--- config.mk ---
export PLATFORM = sky130hd
export DESIGN_NAME = max_reduce_stream
export DESIGN_NICKNAME = d
export VERILOG_FILES = /design/src/rtl/max_reduce_pkg.sv /design/src/rtl/max_reduce_stream_node.sv /design/src/rtl/max_reduce_stream.sv
export SDC_FILE = /design/constraint.sdc
export NUM_CORES = 1
export LEC_CHECK = 0
export ABC_AREA = 1
export CAP_MARGIN = 5
export CORE_AREA = 2 2 92 94
export CTS_BUF_LIST = sky130_fd_sc_hd__clkbuf_8
export CTS_CLUSTER_SIZE = 25
export DETAILED_ROUTE_END_ITERATION = 10
export DIE_AREA = 0 0 94 96
export HOLD_SLACK_MARGIN = 0.1
export SYNTH_ARGS = -nofsm -noshare
export SYNTH_HDL_FRONTEND = slang
export SYNTH_SLANG_ARGS = --single-unit
--- constraint.sdc ---
create_clock -name clk -period 5 [get_ports clk]
set_clock_uncertainty 0.15 [all_clocks]
set_input_delay 0.5 -clock clk [delete_from_list [all_inputs] [get_ports clk]]
set_output_delay 0.5 -clock clk [all_outputs]
set_load 0.02 [all_outputs]
--- src/rtl/max_reduce_pkg.sv ---
// max_reduce_pkg: shared types/constants; CMP_LSB follows the MAX_REDUCE_APPROX_EN build option
package max_reduce_pkg;
    localparam int DEF_W = 5;
    localparam int DEF_LANES = 4;
    localparam int DEF_IDX_W = 8;
    localparam int DEF_APPROX_LSB = 1;
    function automatic int clog2(input int n);
        int r;
        r = 0;
        while ((1 << r) < n) r++;
        return r;
    endfunction
    typedef logic [clog2(DEF_LANES)-1:0] lane_idx_t;
    typedef enum logic [1:0] {IDLE, ACC, DONE} state_t;
`ifdef MAX_REDUCE_APPROX_EN
    localparam int CMP_LSB = DEF_APPROX_LSB;
`else
    localparam int CMP_LSB = 0;
`endif
endpackage

--- src/rtl/max_reduce_stream_node.sv ---
// max_cmp_node: larger of two {value,index} pairs compared on bits [W-1:LSB]; side a wins ties
module max_cmp_node import max_reduce_pkg::*; #(
    parameter int W   = DEF_W,
    parameter int IW  = 2,
    parameter int LSB = CMP_LSB
) (
    input  logic [W-1:0]  a_val,
    input  logic [IW-1:0] a_idx,
    input  logic [W-1:0]  b_val,
    input  logic [IW-1:0] b_idx,
    output logic [W-1:0]  val,
    output logic [IW-1:0] idx
);
    logic b_wins;
    assign b_wins = b_val[W-1:LSB] > a_val[W-1:LSB];
    assign val = b_wins ? b_val : a_val;
    assign idx = b_wins ? b_idx : a_idx;
endmodule

--- src/rtl/max_reduce_stream.sv ---
// max_reduce_stream: pipelined frame max/argmax over LANES-wide beats; MAX_REDUCE_APPROX_EN truncates compares
module max_reduce_stream import max_reduce_pkg::*; #(
    parameter int W          = DEF_W,
    parameter int LANES      = DEF_LANES,
    parameter int IDX_W      = DEF_IDX_W,
    parameter int APPROX_LSB = DEF_APPROX_LSB
) (
    input  logic               clk,
    input  logic               rst_n,
    input  logic               in_valid,
    output logic               in_ready,
    input  logic [LANES*W-1:0] in_data,
    input  logic               in_last,
    output logic               out_valid,
    input  logic               out_ready,
    output logic [W-1:0]       out_max,
    output logic [IDX_W-1:0]   out_idx
);
    localparam int LW = clog2(LANES);
    localparam int BW = IDX_W - LW;
`ifdef MAX_REDUCE_APPROX_EN
    localparam bit APPROX_EN = 1'b1;
`else
    localparam bit APPROX_EN = 1'b0;
`endif
    localparam int CL = APPROX_EN ? APPROX_LSB : 0;
    localparam logic [W-1:0] MASK = ~((W'(1) << CL) - W'(1));
    state_t state, state_nx;
    logic s1_valid, s1_last, s1_first, mid;
    logic [W-1:0] t_val, s1_max, acc_max, c_max, n_max;
    logic [LW-1:0] t_idx;
    logic [IDX_W-1:0] s1_idx, acc_idx, c_idx, n_idx;
    logic [BW-1:0] beat;
    logic in_fire, s1_adv, load, out_fire;
    // heap-ordered tree: node n reads children 2n and 2n+1, leaves are lanes in order so ties favour lower lanes
    for (genvar n = 1; n < LANES; n++) begin : nd
        logic [W-1:0] av, bv, v;
        logic [LW-1:0] ai, bi, vi;
        if (2*n >= LANES) begin : lf
            assign av = in_data[(2*n-LANES)*W +: W];
            assign bv = in_data[(2*n+1-LANES)*W +: W];
            assign ai = LW'(2*n-LANES);
            assign bi = LW'(2*n+1-LANES);
        end else begin : br
            assign av = nd[2*n].v;
            assign bv = nd[2*n+1].v;
            assign ai = nd[2*n].vi;
            assign bi = nd[2*n+1].vi;
        end
        max_cmp_node #(.W(W), .IW(LW), .LSB(CL)) u_node (
            .a_val(av), .a_idx(ai), .b_val(bv), .b_idx(bi), .val(v), .idx(vi)
        );
    end
    assign t_val = nd[1].v;
    assign t_idx = nd[1].vi;
    max_cmp_node #(.W(W), .IW(IDX_W), .LSB(CL)) u_acc (
        .a_val(acc_max), .a_idx(acc_idx), .b_val(s1_max), .b_idx(s1_idx), .val(c_max), .idx(c_idx)
    );
    assign n_max = s1_first ? s1_max : c_max;
    assign n_idx = s1_first ? s1_idx : c_idx;
    assign out_valid = state == DONE;
    assign out_fire = out_valid && out_ready;
    assign s1_adv = s1_valid && !(s1_last && out_valid && !out_ready);
    assign in_ready = !s1_valid || s1_adv;
    assign in_fire = in_valid && in_ready;
    assign load = s1_adv && s1_last;
    always_comb begin
        state_nx = state;
        case (state)
            IDLE: if (in_fire) state_nx = ACC;
            ACC: if (load) state_nx = DONE;
            DONE: if (out_fire && !load) state_nx = (s1_valid || mid || in_fire) ? ACC : IDLE;
            default: state_nx = IDLE;
        endcase
    end
    always_ff @(posedge clk or negedge rst_n) begin
        if (!rst_n) begin
            state    <= IDLE;
            s1_valid <= 1'b0;
            s1_last  <= 1'b0;
            s1_first <= 1'b0;
            s1_max   <= '0;
            s1_idx   <= '0;
            mid      <= 1'b0;
            beat     <= '0;
            acc_max  <= '0;
            acc_idx  <= '0;
            out_max  <= '0;
            out_idx  <= '0;
        end else begin
            state <= state_nx;
            if (in_ready) s1_valid <= in_valid;
            if (in_fire) begin
                s1_max   <= t_val;
                s1_idx   <= {beat, t_idx};
                s1_last  <= in_last;
                s1_first <= !mid;
                mid      <= !in_last;
                beat     <= in_last ? '0 : beat + 1'b1;
            end
            if (s1_adv) begin
                acc_max <= n_max;
                acc_idx <= n_idx;
            end
            if (load) begin
                out_max <= n_max & MASK;
                out_idx <= n_idx;
            end
        end
    end
endmodule
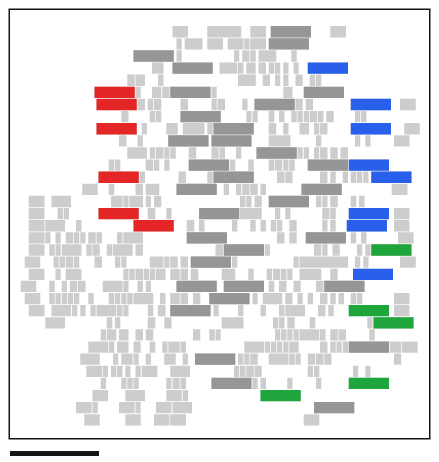
ff_map.png
Bar = 20 um.
Key: beat = red [sequential cells 6]; out_max = green [sequential cells 5]; out_idx = blue [sequential cells 8]
Another 32 sequential cells are not colored.

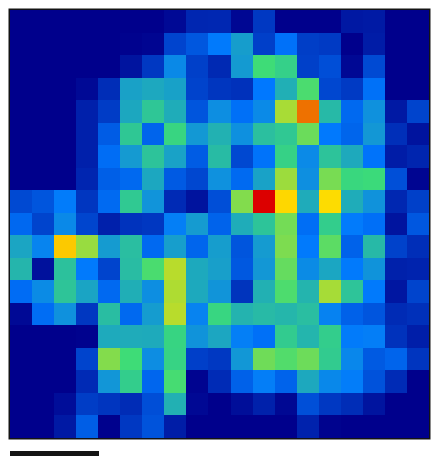
route_heat.png
Bar = 20 um. The die is cut into 19 by 19 equal tiles; dark blue is low, red is high, scaled to the fullest tile. Values are wire area over tile area, all layers added.
8.0% of the tiles are over half the peak. 23% of the tiles are nearly empty. The fullest tile reaches 0.48. The emptiest ninth of the die: north-west.

==> flip-flops by register name, indices dropped and copies added (netlist names) <==
signal    flops
acc_idx       8
acc_max       5
beat          6
mid           1
out_idx       8
out_max       5
s1_first      1
s1_idx        8
s1_last       1
s1_max        5
s1_valid      1
state         2
==> worst max-delay path, stage by stage <==
cell and delay [ps]:
clkdlybuf4s50_1 450, inv_1 50, ha_1 290, nand2_1 80, nor2_1 130, nand2_1 170
nand2_1 200, nand2_1 100, and2_1 160, ha_1 290, nand2_1 60, nor2_1 140
nand2_1 60, nand3_1 100, nand2_1 70, nor2_2 200, nand3_1 120, nand3_1 100
==> cells in the final DEF (no fill, tap or decap), types with 2 or more instances in the layout <==
master / n
a21oi_1: 7
dfrtp_1: 51
nand2_1: 141
nor2_1: 8
nor2_4: 2
o21ai_0: 12
clkbuf_8: 5
nand3_1: 65
nand3_2: 3
nand3b_1: 4
xor2_1: 2
inv_2: 3
inv_1: 68
nand4_1: 2
ha_1: 21
nand2_2: 3
and2_1: 4
clkdlybuf4s50_1: 38
nand2_4: 2
==> worst paths after layout <==
path	start	to	slack, ps	cells past startpoint
min in group clk	mid	s1_first	320	1
max reg2reg	s1_max[4]	acc_idx[7]	2910	10
max in group asynchronous	rst_n	s1_max[4]	4130	2
min reg2reg	mid	s1_first	320	1
min	rst_n	out_max[0]	140	2
max	in_data[14]	s1_max[1]	1810	18
==> layer usage <==
metal,wire [um],GRT usage (%),vias up
li1,-,-,1374
met1,2990,18.8,1184
met2,2850,25.6,44
met3,202,2.51,6
met4,73,4.35,0
met5,0,0,-
==> power groups by stage <==
stage	registers, uW	logic [uW]	clock network, uW
finish	646	798	284
global route	664	921	312
CTS	648	807	295
detailed placement	654	802	0
global placement	647	793	0
floorplan	696	536	0
==> per-stage QoR <==
step	worst slack (ps)	util [%]	hold slack [ps]	area (um^2)
floorplan	2310	-	54.4	3100
global placement	1530	44.2	302	3560
detailed placement	1500	44.2	310	3560
CTS	1810	45.6	169	3670
global route	1480	45.6	192	3670
finish	1810	45.6	143	3670
==> kinds of logic (layout without fill, tap and decap cells) <==
logic type,Yosys count,after routing,share of synthesized area [%]
AND-OR/OR-AND,23,23,4.07
XOR/XNOR,2,2,0.564
adder cells (fa/ha/maj),21,21,8.46
buffers and inverters,81,120,11.0
flip-flops,51,51,41.1
AND/OR/NAND/NOR,237,237,34.7
==> layout make-up <==
cell class / instances / area [um^2]
inverters: 72 / 273
repair buffers: 40 / 393
multi-input cells: 283 / 1490
clock inverters: 3 / 43.8
flip-flops and latches: 51 / 1280
clock buffers: 5 / 68.8
well taps: 105 / 131
fillers: 851 / 4380
==> job_summary.md <==
## Synthesis and layout report

| Metric | Value |
|---|---|
| Result of the run | finished, final reports clean |
| Summed standard-cell area reported by yosys | between 3000 and 4000 um^2 |
| Post-CTS Hold Buffers | 0 |
| Critical Path End Type | register |
| Critical Path Fanout Max | 7 |
| Total number of warnings across the stage logs | 26 |
| Total wire length | 6110 um |
| Leakage power figure | 0.00195 uW |
| Number of standard cells after synthesis | 415 |
| Layout area overhead | 18.3% |
| Dominant cell type by area after synthesis | dfrtp_1 |
| Startpoint type of the worst setup path | input pin |
| Mean cell area of the mapped netlist | 7.48 um^2 |
| Die Size | 9020 um^2 |
| Post-synth tally of flip-flops with integrated enable | 0 |
| Starting utilization of the core area | 38.6% |
| Crit path time final | between 3000 and 4000 ps |
| Synthesized netlist net count | 461 |
| Setup repair after global routing missed its margin | false |
| Antenna violation net count after detailed routing | 0 |
| Synth unique cells | 29 |
| Hold crit path type | input pin to asynchronous set/reset pin |
| Worst supply voltage drop on vdd | 0.190 mV |
| Clock-pin slew on the worst setup and hold paths | 90 ps |
| Arrival time of data at the critical path endpoint | 3280 ps |
| GRT Total Usage | 14.7% |
| Number of clock sinks | ~51 |
| Most frequent cells after synthesis | nand2_1 (141), inv_1 (68), nand3_1 (65) |
| Count of final setup violators | 0 |
| Worst-Skew Late Latency | 310 ps |
| Number of antenna violations at the first check in global routing | 0 |
| Resize count post-CTS | 0 |
| Area of the mapped netlist | 3100 um^2 |
| Final routed DRC violation total | 0 |
| Cell row count | 33 |
| Top area contributor share | between 40% and 50% |
| Highest clock rate | 0.313 GHz |
| Switching Share | between 40% and 50% |
| Overall die width | roughly 94 um |
| Placeable core region | 8050 um^2 |
| Critical Path RT | about 5000 ps |
| Final Max Tran Viols | 0 |
| TritonCTS clock tree | done |
| Number of standard cells in the final layout excluding fillers | 559 |
| Via count of the first global-routing pass | 2467 |
| Clock tree root buffer cell | clkbuf_8 |
| Prevailing post-synth register cell | dfrtp_1 |
| Yosys reg bits | 51 |
| Total placed cells including tap cells | ~550 |
| Total number of H-tree levels | 2 |
| Proportion of power drawn by the clock network | 16.4% |
| Final antenna diode count | 0 |
| Accumulated negative setup slack | 0 ps |
| Vertical die dimension | 96 um |
| Tightest slew margin relative to the limit | 58.0% |
| Power, Total | 1730 uW |
| Overflow after GRT | 0 |
| Asr flop ratio synth | 100% |
| Drt pass-1 iters | 4 |
| Most frequent cell after synthesis | nand2_1 |
| Per-cell routed wire length | 10.9 um |
| Areal power density over the cells | about 470 nW/um^2 |
| Actual transition at the worst max-transition pin | around 630 ps |
| Share of the yosys chip area belonging to registers | 41.1% |
| Routed vias/inst | 4.67 |
| Number of nets in the layout | around 500 |
| Share of power burned in registers | 37.4% |
| Boundary Pins | 40 |
| Yosys warning tally | 0 |
| Pin count of the biggest net entering global routing | 52 |
| Count of instantiated cells in the yosys netlist | between 400 and 500 |
| Post-DP HPWL | roughly 4600 um |
| Number of violations reported at the end of detailed-routing iteration 0 | 78 |
| Class of the most critical setup path | input pin to register |
| Buffer count from post-CTS setup fixing | 0 |
| Sw Pwr | 717 uW |
| Fin crit share | 63.9% |
| First-pass GRT wire length | 10700 um |
| Routed vias | between 2000 and 3000 |
| Internal cell power | 1010 uW |
| Power share of the combinational group | 46.2% |
| CTS max path bufs | 2 |
| Clock buffer count from CTS | 5 |
| Ratio of cells with drive above 1 in the final layout | around 6% |
| Weighted congestion at the end of routability-driven global placement | 0.822 |
| Top area cells in the synthesized netlist | dfrtp_1 (41%), nand2_1 (17%), nand3_1 (10%) |
| IO buf count | 39 |
| Maximum capacitance violations | 0 |
| Fin. Hold Viols | 0 |
Power is estimated from default activity; no workload was simulated.
